--- src/rtl/wb_arbiter2.sv ---
// Two-master to one-slave Wishbone B4 pipelined arbiter.
// Round-robin ownership per cyc burst; outstanding counter keeps responses with the issuing master.
module wb_arbiter2 #(
  parameter int unsigned MaxOutstanding = 4,
  parameter int unsigned AddrWidth      = 32,
  parameter int unsigned DataWidth      = 32
) (
  input  logic                   clk,
  input  logic                   rst,
  // master 0 (instruction bus)
  input  logic                   i_m0_cyc,
  input  logic                   i_m0_stb,
  input  logic                   i_m0_we,
  input  logic [DataWidth/8-1:0] i_m0_sel,
  input  logic [AddrWidth-1:0]   i_m0_adr,
  input  logic [DataWidth-1:0]   i_m0_dat_m,
  output logic [DataWidth-1:0]   o_m0_dat_s,
  output logic                   o_m0_ack,
  output logic                   o_m0_err,
  output logic                   o_m0_stall,
  // master 1 (data bus)
  input  logic                   i_m1_cyc,
  input  logic                   i_m1_stb,
  input  logic                   i_m1_we,
  input  logic [DataWidth/8-1:0] i_m1_sel,
  input  logic [AddrWidth-1:0]   i_m1_adr,
  input  logic [DataWidth-1:0]   i_m1_dat_m,
  output logic [DataWidth-1:0]   o_m1_dat_s,
  output logic                   o_m1_ack,
  output logic                   o_m1_err,
  output logic                   o_m1_stall,
  // shared slave bus
  output logic                   o_s_cyc,
  output logic                   o_s_stb,
  output logic                   o_s_we,
  output logic [DataWidth/8-1:0] o_s_sel,
  output logic [AddrWidth-1:0]   o_s_adr,
  output logic [DataWidth-1:0]   o_s_dat_m,
  input  logic [DataWidth-1:0]   i_s_dat_s,
  input  logic                   i_s_ack,
  input  logic                   i_s_err,
  input  logic                   i_s_stall
);

  localparam int unsigned CntWidth = 4;
  localparam logic [CntWidth-1:0] MaxCnt = CntWidth'(MaxOutstanding);

  typedef enum logic [1:0] {IDLE, GNT0, GNT1} state_t;

  state_t              r_state;
  logic                r_prio;
  logic [CntWidth-1:0] r_cnt;

  logic w_gnt0;
  logic w_gnt1;
  logic w_room;
  logic w_full;
  logic w_accept;
  logic w_resp;

  assign w_gnt0   = (r_state == GNT0);
  assign w_gnt1   = (r_state == GNT1);
  assign w_room   = (r_cnt < MaxCnt);
  assign w_full   = (r_cnt == MaxCnt);
  assign w_accept = o_s_stb & ~i_s_stall;
  // Responses with nothing outstanding are forwarded but never decrement.
  assign w_resp   = (i_s_ack | i_s_err) & (r_cnt != '0) & (w_gnt0 | w_gnt1);

  // Ownership FSM, favoured-master bit and outstanding-transfer counter.
  always_ff @(posedge clk or posedge rst) begin
    if (rst) begin
      r_state <= IDLE;
      r_prio  <= 1'b0;
      r_cnt   <= '0;
    end else begin
      case (r_state)
        IDLE: begin
          r_cnt <= '0;
          if (i_m0_cyc && i_m1_cyc) r_state <= r_prio ? GNT1 : GNT0;
          else if (i_m0_cyc)        r_state <= GNT0;
          else if (i_m1_cyc)        r_state <= GNT1;
        end
        GNT0, GNT1: begin
          if ((w_gnt0 && !i_m0_cyc) || (w_gnt1 && !i_m1_cyc)) begin
            // Release (or abort): late responses are dropped in IDLE.
            r_state <= IDLE;
            r_prio  <= w_gnt0;
            r_cnt   <= '0;
          end else begin
            case ({w_accept, w_resp})
              2'b10:   r_cnt <= r_cnt + CntWidth'(1);
              2'b01:   r_cnt <= r_cnt - CntWidth'(1);
              default: r_cnt <= r_cnt;
            endcase
          end
        end
        default: r_state <= IDLE;
      endcase
    end
  end

  // Zero-latency routing of the owner's request and the slave's response.
  always_comb begin
    o_s_cyc    = 1'b0;
    o_s_stb    = 1'b0;
    o_s_we     = 1'b0;
    o_s_sel    = '0;
    o_s_adr    = '0;
    o_s_dat_m  = '0;
    o_m0_dat_s = '0;
    o_m0_ack   = 1'b0;
    o_m0_err   = 1'b0;
    o_m0_stall = 1'b1;
    o_m1_dat_s = '0;
    o_m1_ack   = 1'b0;
    o_m1_err   = 1'b0;
    o_m1_stall = 1'b1;
    if (w_gnt0) begin
      o_s_cyc    = i_m0_cyc;
      o_s_stb    = i_m0_stb & w_room;
      o_s_we     = i_m0_we;
      o_s_sel    = i_m0_sel;
      o_s_adr    = i_m0_adr;
      o_s_dat_m  = i_m0_dat_m;
      o_m0_dat_s = i_s_dat_s;
      o_m0_ack   = i_s_ack;
      o_m0_err   = i_s_err;
      o_m0_stall = i_s_stall | w_full;
    end else if (w_gnt1) begin
      o_s_cyc    = i_m1_cyc;
      o_s_stb    = i_m1_stb & w_room;
      o_s_we     = i_m1_we;
      o_s_sel    = i_m1_sel;
      o_s_adr    = i_m1_adr;
      o_s_dat_m  = i_m1_dat_m;
      o_m1_dat_s = i_s_dat_s;
      o_m1_ack   = i_s_ack;
      o_m1_err   = i_s_err;
      o_m1_stall = i_s_stall | w_full;
    end
  end

endmodule

--- config.mk ---
export PLATFORM = sky130hd
export DESIGN_NAME = wb_arbiter2
export DESIGN_NICKNAME = d
export VERILOG_FILES = /design/src/rtl/wb_arbiter2.sv
export SDC_FILE = /design/constraint.sdc
export NUM_CORES = 1
export LEC_CHECK = 0
export CAP_MARGIN = 20
export CELL_PAD_IN_SITES_DETAIL_PLACEMENT = 0
export CELL_PAD_IN_SITES_GLOBAL_PLACEMENT = 2
export CORE_UTILIZATION = 10
export CTS_BUF_LIST = sky130_fd_sc_hd__clkbuf_4
export DETAILED_ROUTE_END_ITERATION = 7
export MAX_ROUTING_LAYER = met4
export PLACE_DENSITY_LB_ADDON = 0.1
export SYNTH_ARGS = -nofsm -noshare
export SYNTH_HDL_FRONTEND = slang
export SYNTH_SLANG_ARGS = --single-unit
--- constraint.sdc ---
create_clock -name clk -period 2.9 [get_ports clk]
set_input_delay 0.58 -clock clk [delete_from_list [all_inputs] [get_ports clk]]
set_output_delay 0.58 -clock clk [all_outputs]
set_load 0.1 [all_outputs]
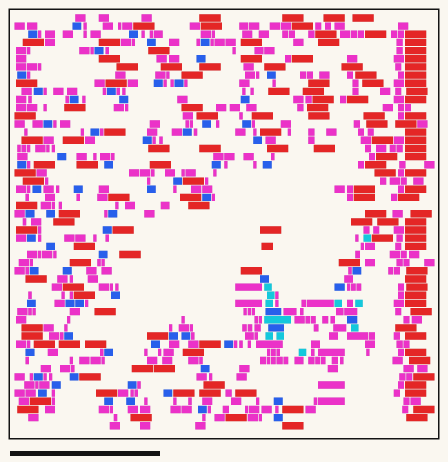
*Cell sizes after repair*
The bar under the picture is 50 um long.
_3 and _4 cells -> cyan  # cells 11, share 1.6%, most used buf_4
_0 and _1 cells -> magenta  # cells 447, share 66%, most used clkdlybuf4s50_1
_2 cells -> blue  # cells 71, share 11%, most used o21ai_2
_6 and larger -> red  # cells 144, share 21%, most used buf_12

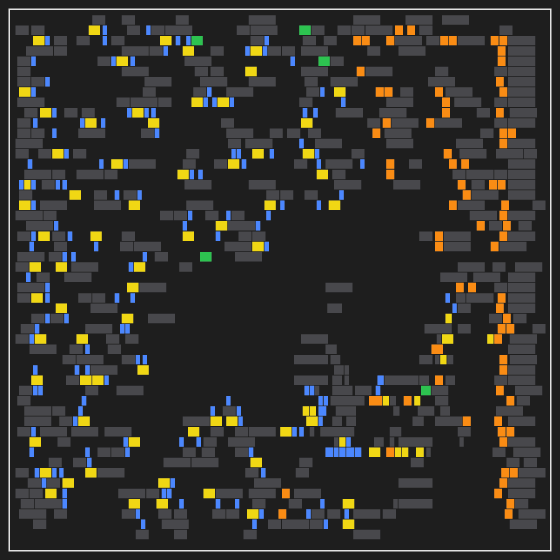
*Logic cells by family*
and/or cells -> orange  # cells 74, where a vertical strip on the right
nand cells -> blue  # cells 148
non-inverting ao/oa cells -> green  # cells 5
aoi and oai cells -> yellow  # cells 80, where widely spread
Finished Layout Cells: 938
most instantiated logic cell after routing: clkdlybuf4s50_1

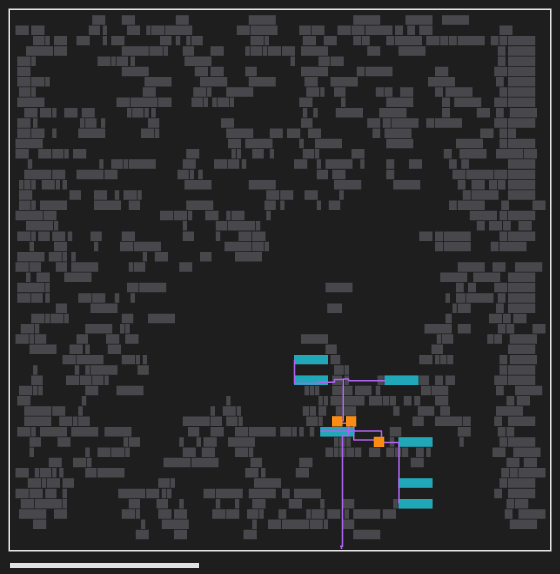
*Clock wires, drivers and flops*
The bar under the picture is 50 um long.
clock wires -> purple  # length 134 um
clock drivers -> orange  # count 3
flip-flops -> cyan  # count 7
flops lie = bottom right
clock group share of total power: 0.011
later-pin clock latency in the skew report: 0.25 ns
Max Clock Skew: 0.004554 ns
P_clk: 98.1 uW

==> run summary <==
Layout Utilization: 0.3698
CP Depth: 11
I/O Pins: 320
Initial Util: 0.1018
setup slack, reg-to-reg: 0.21 ns
post-CTS setup buffer count: 0
Critical Path Start: r_state[0]
Seq. pwr: 156 uW
Biggest register: r_cnt
H-tree depth: 1
Largest register FFs: 4
Max-slew headroom: 0.6224
leading power group: combinational cells
Comb power frac: 0.972
largest net degree at the start of global routing: 90
combinational power: 8730 uW
Hold Crit Start: r_prio
antenna violations before repair: 0
Synth async-reset ratio: 1.000
Max-Cap Viols: 0
synth top area cells: nand2_1 (27%), and2_1 (22%), o21ai_0 (18%), dfrtp_1 (8.8%), clkbuf_1 (5.5%)
Hold Path End: r_prio
DRT met1 WL: 4.662 mm
flop share of the area: 0.02434
crit path cell chain: inv_1 > ha_2 > o21ai_0 > a21oi_2 > and2_1 > ha_1 > a21o_1 > a21oi_1 > nor3_1 > or4b_1 > nand3_1
worst r2r src: r_state[0]
crit path DRT: 3.09 ns
most common logic cells in the final layout: clkdlybuf4s50_1 (178), buf_12 (143), nand2_1 (142)
Top delay family on crit path: simple AND/OR/NAND/NOR gates
Post-synth seq share: 0.08844
vias in the first global route: 3589
die area: 20370 um2
Total GRT Usage: 0.1275
drt drc: 0
Slew Viols, Final: 0
sw frac: 0.6587
power per cell area: 1249 nW/um2
Buf+Inv Stages, Crit Path: 1
CLK BUF: 4
combinational share of cell area: 0.2677
Dominant Register Cell: dfrtp_1
WS Path Type: reg -> reg
Crit Path Max Fanout: 5
CTS tree: built
Gate Area: 1927 um2
yosys aoi share: 0.2299
R2R cell count: 11
synthesis area per yosys: 1981 um2
placed cell area: 7162 um2
Routed WL per cell: 14.02 um
NetSw: 5920 uW
routed wl met3: 1.271 mm
Yosys warning count: 0
met2 routed WL: 7.191 mm
Simple-Gate Area Share: 0.5452
Antenna Cells: 0
Pleak: 0.002834 uW
std cell rows: 51
Slowest cell on crit path: or4b_1
Pre-antenna DRT Iters: 6
Hold WS: 0.5390 ns
Multi-In Gates: 325
routing usage on met1: 0.1328
Area-dominant class: buffers
gpl congestion: 0.7302
Pint: 3068 uW
Via Count: 3551
setup TNS: 0 ns
Cells after Synth: 371
status: completed
most frequent cells after synthesis: nand2_1 (142), o21ai_0 (72), and2_1 (70), clkbuf_1 (29), inv_1 (9)
Inst Count DP: 934
Register Area: 175.2 um2
CP Launch Type: register
bufs w/o clock: 328
Initial DRC Count: 99
Synth flops: 7
sequential share of power: 0.017
clk buf depth: 2
non-clk buf share: 0.6531
Die H: 142.7 um
final worst path period share: 0.9277
core area: 19460 um2
non-clock inverter count: 9
DIE WIDTH: 142.7 um
Syn Std Cell Area: 1981 um2
Yosys Instances: 371
Top Usage Layer GRT: met2
layout cell share with drive strength beyond 1: 0.3358
Area leader share: 0.2691
tap cells: 265
nets@finish: 860
Clock-cell share: 0.004172
Hold/Removal Path Class: reg -> reg
hold-fix buffers at CTS: 0
WP data arrival: 2.88 ns
via/cell ratio: 3.786
Critical Path Max Stage Delay: 0.50 ns
Final Cell Area: 7198 um2
Mux area share: 0.005054
Post-DP HPWL: 11.32 mm
Fin. Hold Viols: 0
average size of a mapped cell: 5.339 um2
nature of the critical path endpoint: register
worst hold path stage count: 2
grt met3 use: 0.03521
worst slew pin tran: 0.5664 ns
FF-to-FF End: r_cnt[3]
worst setup margin: 0.2097 ns
adder share: 0.04801
root buf cell: clkbuf_4
Final ANT Viol Nets: 0
CTS resizes: 0
Flops: 7
OpenROAD warning count: 30
WL final: 13.15 mm
Power Total: 8988 uW
main logic family after synthesis: simple AND/OR/NAND/NOR gates
first-pass GRT wire length: 19.53 mm
Final setup viols: 0
maximum vdd drop: 0.7117 mV
XOR/XNOR Area Share: 0.008844
Net Count, Synth: 557
largest registers: r_cnt x4, r_state x2, r_prio x1
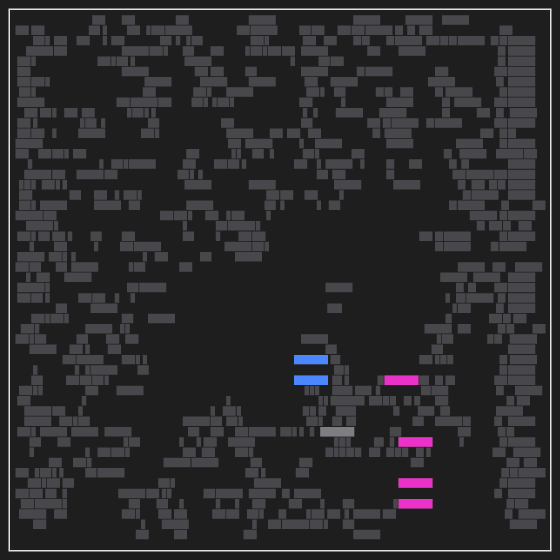
*Register map, names as in the netlist*
r_state -> blue  # sequential cells 2
r_cnt -> magenta  # sequential cells 4, where bottom right

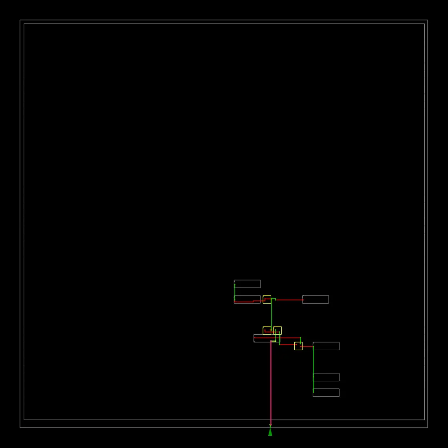
*Clock routing*
Num CTS Buffers: 3
clock sinks: 7

No activity file was given, so power comes from the tool's default toggle rates.
